==> images/detail.png <==
The bar under the picture is 10 um long. Region (55, 55) to (85, 85) um. Cells in gray, sequential cells in the stronger gray; small squares are vias.
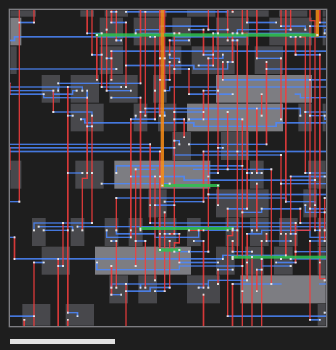
==> images/wires.png <==
Only two layers are drawn.
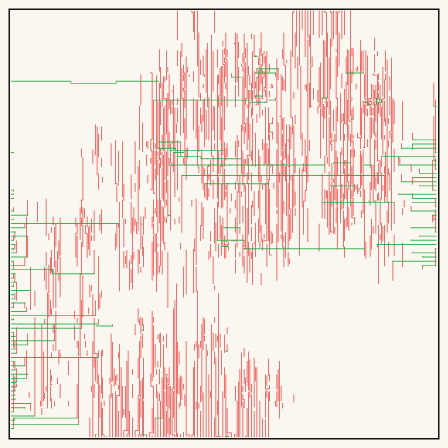
==> images/layer_met1.png <==
Supply wires on this layer in gray.
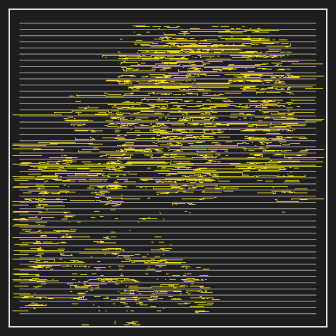
==> images/layer_met4.png <==
Supply wires on this layer in gray.
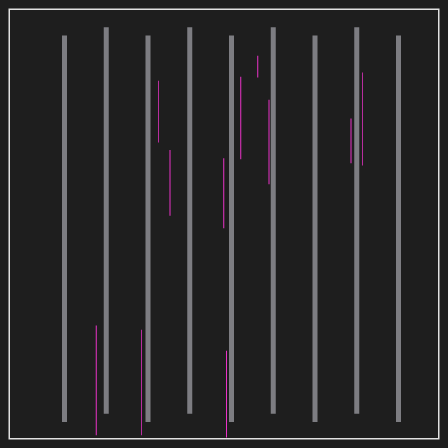
==> images/clocks.png <==
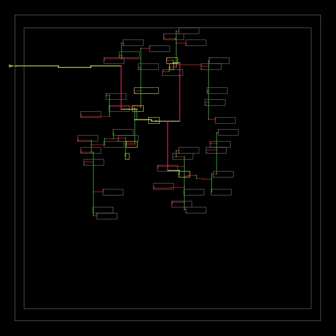
$ cat config.mk
export PLATFORM = sky130hd
export DESIGN_NAME = regfile_wb_arbiter
export DESIGN_NICKNAME = d
export VERILOG_FILES = /design/src/rtl/regfile_wb_arbiter.sv
export SDC_FILE = /design/constraint.sdc
export NUM_CORES = 1
export LEC_CHECK = 0
export CAP_MARGIN = 5
export CELL_PAD_IN_SITES_DETAIL_PLACEMENT = 1
export CELL_PAD_IN_SITES_GLOBAL_PLACEMENT = 2
export CORE_MARGIN = 4
export CORE_UTILIZATION = 20
export CTS_BUF_LIST = sky130_fd_sc_hd__clkbuf_4 sky130_fd_sc_hd__clkbuf_8
export DETAILED_ROUTE_END_ITERATION = 7
export HOLD_SLACK_MARGIN = 0.05
export MAX_ROUTING_LAYER = met4
export PLACE_DENSITY = 0.79
export SYNTH_ARGS = -nofsm -noshare
export SYNTH_HDL_FRONTEND = slang
export SYNTH_SLANG_ARGS = --single-unit
$ cat constraint.sdc
create_clock -name clk -period 2.56 [get_ports clk]
set_input_delay 0.256 -clock clk [delete_from_list [all_inputs] [get_ports clk]]
set_output_delay 0.256 -clock clk [all_outputs]
set_load 0.01 [all_outputs]
$ cat src/rtl/regfile_wb_arbiter.sv
// regfile_wb_arbiter
//   Shares the register file's single write port between the in-order
//   pipeline writeback stage (always wins) and a long-latency (LL) unit
//   that returns results on a valid/ready channel. It also tracks LL
//   destinations in a pending scoreboard for decode hazard checks, limits
//   the number of in-flight LL ops, and asks the pipeline for a writeback
//   bubble when an LL result has been refused for too long.
//
// Ports
//   clk, rst_n                 clock, asynchronous active-low reset
//   wb_en/wb_rd/wb_data        pipeline writeback (no backpressure)
//   ll_valid/ll_rd/ll_data     LL result channel, ll_ready = accepted
//   iss_valid/iss_rd           LL issue from decode, iss_ready = permitted
//   chk_rs1/chk_rs2/chk_rd     decode registers checked against pending
//   hazard                     any checked register is pending
//   pipe_stall_req             pipeline must inject a writeback bubble
//   rf_write_en/rf_rd/rf_write_data  register file write port (sampled on negedge)
//   pending                    scoreboard bitmap, bit 0 always 0
//   outstanding                issued, not yet retired LL ops
module regfile_wb_arbiter #(
  parameter int unsigned MAX_OUTSTANDING = 4,
  parameter int unsigned STARVE_LIMIT    = 4,
  parameter int unsigned CNT_W           = $clog2(MAX_OUTSTANDING + 1)
) (
  input  logic             clk,
  input  logic             rst_n,
  input  logic             wb_en,
  input  logic [4:0]       wb_rd,
  input  logic [31:0]      wb_data,
  input  logic             ll_valid,
  input  logic [4:0]       ll_rd,
  input  logic [31:0]      ll_data,
  output logic             ll_ready,
  input  logic             iss_valid,
  input  logic [4:0]       iss_rd,
  output logic             iss_ready,
  input  logic [4:0]       chk_rs1,
  input  logic [4:0]       chk_rs2,
  input  logic [4:0]       chk_rd,
  output logic             hazard,
  output logic             pipe_stall_req,
  output logic             rf_write_en,
  output logic [4:0]       rf_rd,
  output logic [31:0]      rf_write_data,
  output logic [31:0]      pending,
  output logic [CNT_W-1:0] outstanding
);

  localparam int unsigned SW = $clog2(STARVE_LIMIT + 1);
  localparam logic [CNT_W-1:0] MAX_CNT    = CNT_W'(MAX_OUTSTANDING);
  localparam logic [SW-1:0]    STARVE_MAX = SW'(STARVE_LIMIT);

  logic             a_act;
  logic             do_issue;
  logic             do_retire;
  logic             do_dec;
  logic [31:0]      pending_next;
  logic [CNT_W-1:0] outstanding_next;
  logic [SW-1:0]    starve_cnt;
  logic [SW-1:0]    starve_next;

  // Write-port grant: purely combinational so it settles well before the
  // register file's falling-edge sample.
  always_comb begin
    a_act         = wb_en & (wb_rd != '0);
    ll_ready      = 1'b0;
    rf_write_en   = 1'b0;
    rf_rd         = '0;
    rf_write_data = '0;
    if (a_act) begin
      rf_write_en   = 1'b1;
      rf_rd         = wb_rd;
      rf_write_data = wb_data;
    end else if (ll_valid) begin
      ll_ready      = 1'b1;
      rf_write_en   = (ll_rd != '0);
      rf_rd         = ll_rd;
      rf_write_data = ll_data;
    end
  end

  // Issue readiness uses registered state only, so a same-cycle retire
  // never unblocks a full tracker.
  assign iss_ready = (outstanding < MAX_CNT) & ~pending[iss_rd];
  assign do_issue  = iss_valid & iss_ready;
  assign do_retire = ll_valid & ll_ready;
  // A retire with nothing outstanding is a protocol error: the data is
  // still written but the counter must not underflow.
  assign do_dec    = do_retire & (outstanding != '0);

  assign hazard = pending[chk_rs1] | pending[chk_rs2] | pending[chk_rd];

  always_comb begin
    pending_next = pending;
    // Clear before set so a same-register issue/retire leaves the bit set.
    if (do_retire) pending_next[ll_rd] = 1'b0;
    if (do_issue)  pending_next[iss_rd] = 1'b1;
    pending_next[0] = 1'b0;
  end

  always_comb begin
    outstanding_next = outstanding;
    if (do_issue && !do_dec)
      outstanding_next = outstanding + CNT_W'(1);
    else if (!do_issue && do_dec)
      outstanding_next = outstanding - CNT_W'(1);
  end

  always_comb begin
    starve_next = '0;
    if (ll_valid && !ll_ready)
      starve_next = (starve_cnt == STARVE_MAX) ? starve_cnt : starve_cnt + SW'(1);
  end

  always_ff @(posedge clk or negedge rst_n) begin
    if (!rst_n) begin
      pending        <= '0;
      outstanding    <= '0;
      starve_cnt     <= '0;
      pipe_stall_req <= 1'b0;
    end else begin
      pending        <= pending_next;
      outstanding    <= outstanding_next;
      starve_cnt     <= starve_next;
      // The counter returns to zero on acceptance, so the request drops
      // the cycle after the LL result is taken.
      pipe_stall_req <= (starve_next == STARVE_MAX);
    end
  end

endmodule

==> impl_metrics.env <==
# source this file to load flow results
export IMPL_antenna_found_initial=0
export IMPL_yosys_area_top_type="dfrtp_1"
export IMPL_wire_per_inst_um=19.1
export IMPL_coreArea_um2=16700
export IMPL_crit_path_max_fanout=2
export IMPL_vias=4214
export IMPL_drt_iter0_markers=202
export IMPL_tightest_slew_ps=890
export IMPL_yosys_area_um2=3440
export IMPL_rsz0062_at_grt="true"
export IMPL_ios=176
export IMPL_drt_first_pass_iters=5
export IMPL_finalClockPeriodUsage_pct=102
export IMPL_cts_root_buf="clkbuf_8"
export IMPL_grt_busiest_layer="met2"
export IMPL_n_fill_cell=1978
export IMPL_async_flop_share_pct=100
export IMPL_use_met1_pct=20.4
export IMPL_maxSlewHeadroom_pct=40.7
export IMPL_drv_cap=0
export IMPL_top_cells_by_area="dfrtp_1 (28%), mux4_2 (14%), nand2_1 (10%)"
export IMPL_grt_util_met2_pct=29.3
export IMPL_ys_seq_share_pct=27.7
export IMPL_violations="setup timing"
export IMPL_p_total_mw=3.98
export IMPL_ys_sh_simple_pct=25.7
export IMPL_ys_sh_xor_pct=1.02
export IMPL_warnings=30
export IMPL_postLayoutSetupSlackWorst_ps=-53.8
export IMPL_portBuffers=174
export IMPL_nets=737
export IMPL_cp_end_kind="register"
export IMPL_vdd_drop_max_mv=0.248
export IMPL_run_status="finished, violations left"
export IMPL_comb_area_um2=2380
export IMPL_compound_area_share_pct=16.2
export IMPL_synth_cell_types=52
export IMPL_hold_class="input pin to asynchronous set/reset pin"
export IMPL_dieArea_um2=19400
export IMPL_setup_viol=2
export IMPL_die_w_um=139
export IMPL_slew_violations=0
export IMPL_power_density_nw_per_um2=653
export IMPL_cts_htree_levels=2
export IMPL_critical_path_arrival_ps=2800
export IMPL_netlist_instances=405
## Picture notes: detail.png
Key: metal 2 = red; metal 3 = green; metal 1 = blue; metal 4 = orange
Sequential cells in the window: 5. 49 logic cells have their middle in the window. Most frequent: nand2_1 (11), o21ai_0 (10), buf_4 (7). Netlist names of flops here include pending (5).

## Picture notes: wires.png
Key: metal 2 = red [wire length 8410 um]; metal 3 = green [wire length 958 um]

## Picture notes: layer_met1.png
The longest straight run is 53.8 um. 663 nets have wire on it.

## Picture notes: layer_met4.png
The layer carries 265 um of wire. The layer holds 1.6% of the routed length.

## Picture notes: clocks.png
Seq cells: 38
Insertion Delay late pin: 310 ps

synth_stat cells, types with 2 or more instances:
cell / number
nor2_1: 11
buf_1: 6
nor3_1: 3
nand4b_1: 2
o31ai_1: 2
or3_1: 2
o2111a_1: 2
a21oi_1: 3
xor2_1: 2
nand2_1: 93
or3b_2: 2
buf_6: 2
inv_1: 7
buf_2: 5
xnor2_1: 2
mux2i_1: 10
nand3_1: 39
o211ai_1: 2
nor2b_1: 2
ha_1: 3
o21ai_2: 2
a22o_1: 2
o21ai_0: 58
and3_1: 5
mux2_2: 12
nor3b_1: 7
nand3b_1: 6
mux4_1: 2
clkbuf_1: 17
mux4_2: 22
or4_1: 3
nand4_1: 3
o21ai_1: 8
a221oi_1: 2
nand2b_1: 2
dfrtp_1: 38
sequential cells by signal, indices dropped and copies added, names as in the netlist:
name,count
starve_cnt,3
pipe_stall_req,1
outstanding,3
pending,31
worst paths after layout:
path / from / cells after the start / end / slack (ps)
max in group asynchronous: rst_n / 1 / starve_cnt[0]$_DFF_PN0_ / 1930
min: rst_n / 1 / pending[17]$_DFF_PN0_ / 70
min in group clk: iss_rd[4] / 5 / pending[1]$_DFF_PN0_ / 580
min reg2reg: outstanding[0]$_DFFE_PN0P_ / 1 / outstanding[0]$_DFFE_PN0P_ / 610
max reg2reg: pending[11]$_DFF_PN0_ / 8 / outstanding[1]$_DFFE_PN0P_ / -50
max: pending[11]$_DFF_PN0_ / 8 / outstanding[1]$_DFFE_PN0P_ / -50
cell type report:
class,instances,area share [%]
Clock buffer,5,1.13
Clock inverter,3,0.657
Inverter,7,0.431
Multi-Input combinational cell,329,39.0
Sequential cell,38,15.6
Tap cell,220,4.52
Timing Repair Buffer,253,38.6
per-stage QoR:
stage,utilization [%],std cells
6_report,36.5,855
5_1_grt,36.5,855
4_1_cts,36.3,856
3_5_place_dp,35.6,845
3_3_place_gp,35.6,845
2_1_floorplan,-,405
timing repair:
| action | 4_1_cts | 5_1_grt |
|---|---|---|
| cloned | 0 | 0 |
| setup buffers | 3 | 1 |
| setup endpoints to repair | 42 | 10 |
| pin swaps | 5 | 7 |
| resized | 50 | 17 |
metal layers:
layer / vias to the layer above / wire (um)
li1: 1942 / -
met1: 2094 / 6690
met2: 156 / 8410
met3: 22 / 957
met4: 0 / 265
met5: - / 0
kinds of logic after synthesis:
group | count (synthesis)
AND-OR/OR-AND | 89
buffers and inverters | 38
other | 1
adder cells (fa/ha/maj) | 4
XOR/XNOR | 4
AND/OR/NAND/NOR | 185
multiplexers | 46
flip-flops | 38
power by group:
part / switching (mW) / leakage (nW) / internal, mW
clock: 0.236 / 0.0579 / 0.287
sequential: 0.203 / 0.488 / 0.809
combinational: 1.09 / 2.14 / 1.36
total: 1.53 / 2.68 / 2.45
No activity file was given, so power comes from the tool's default toggle rates.
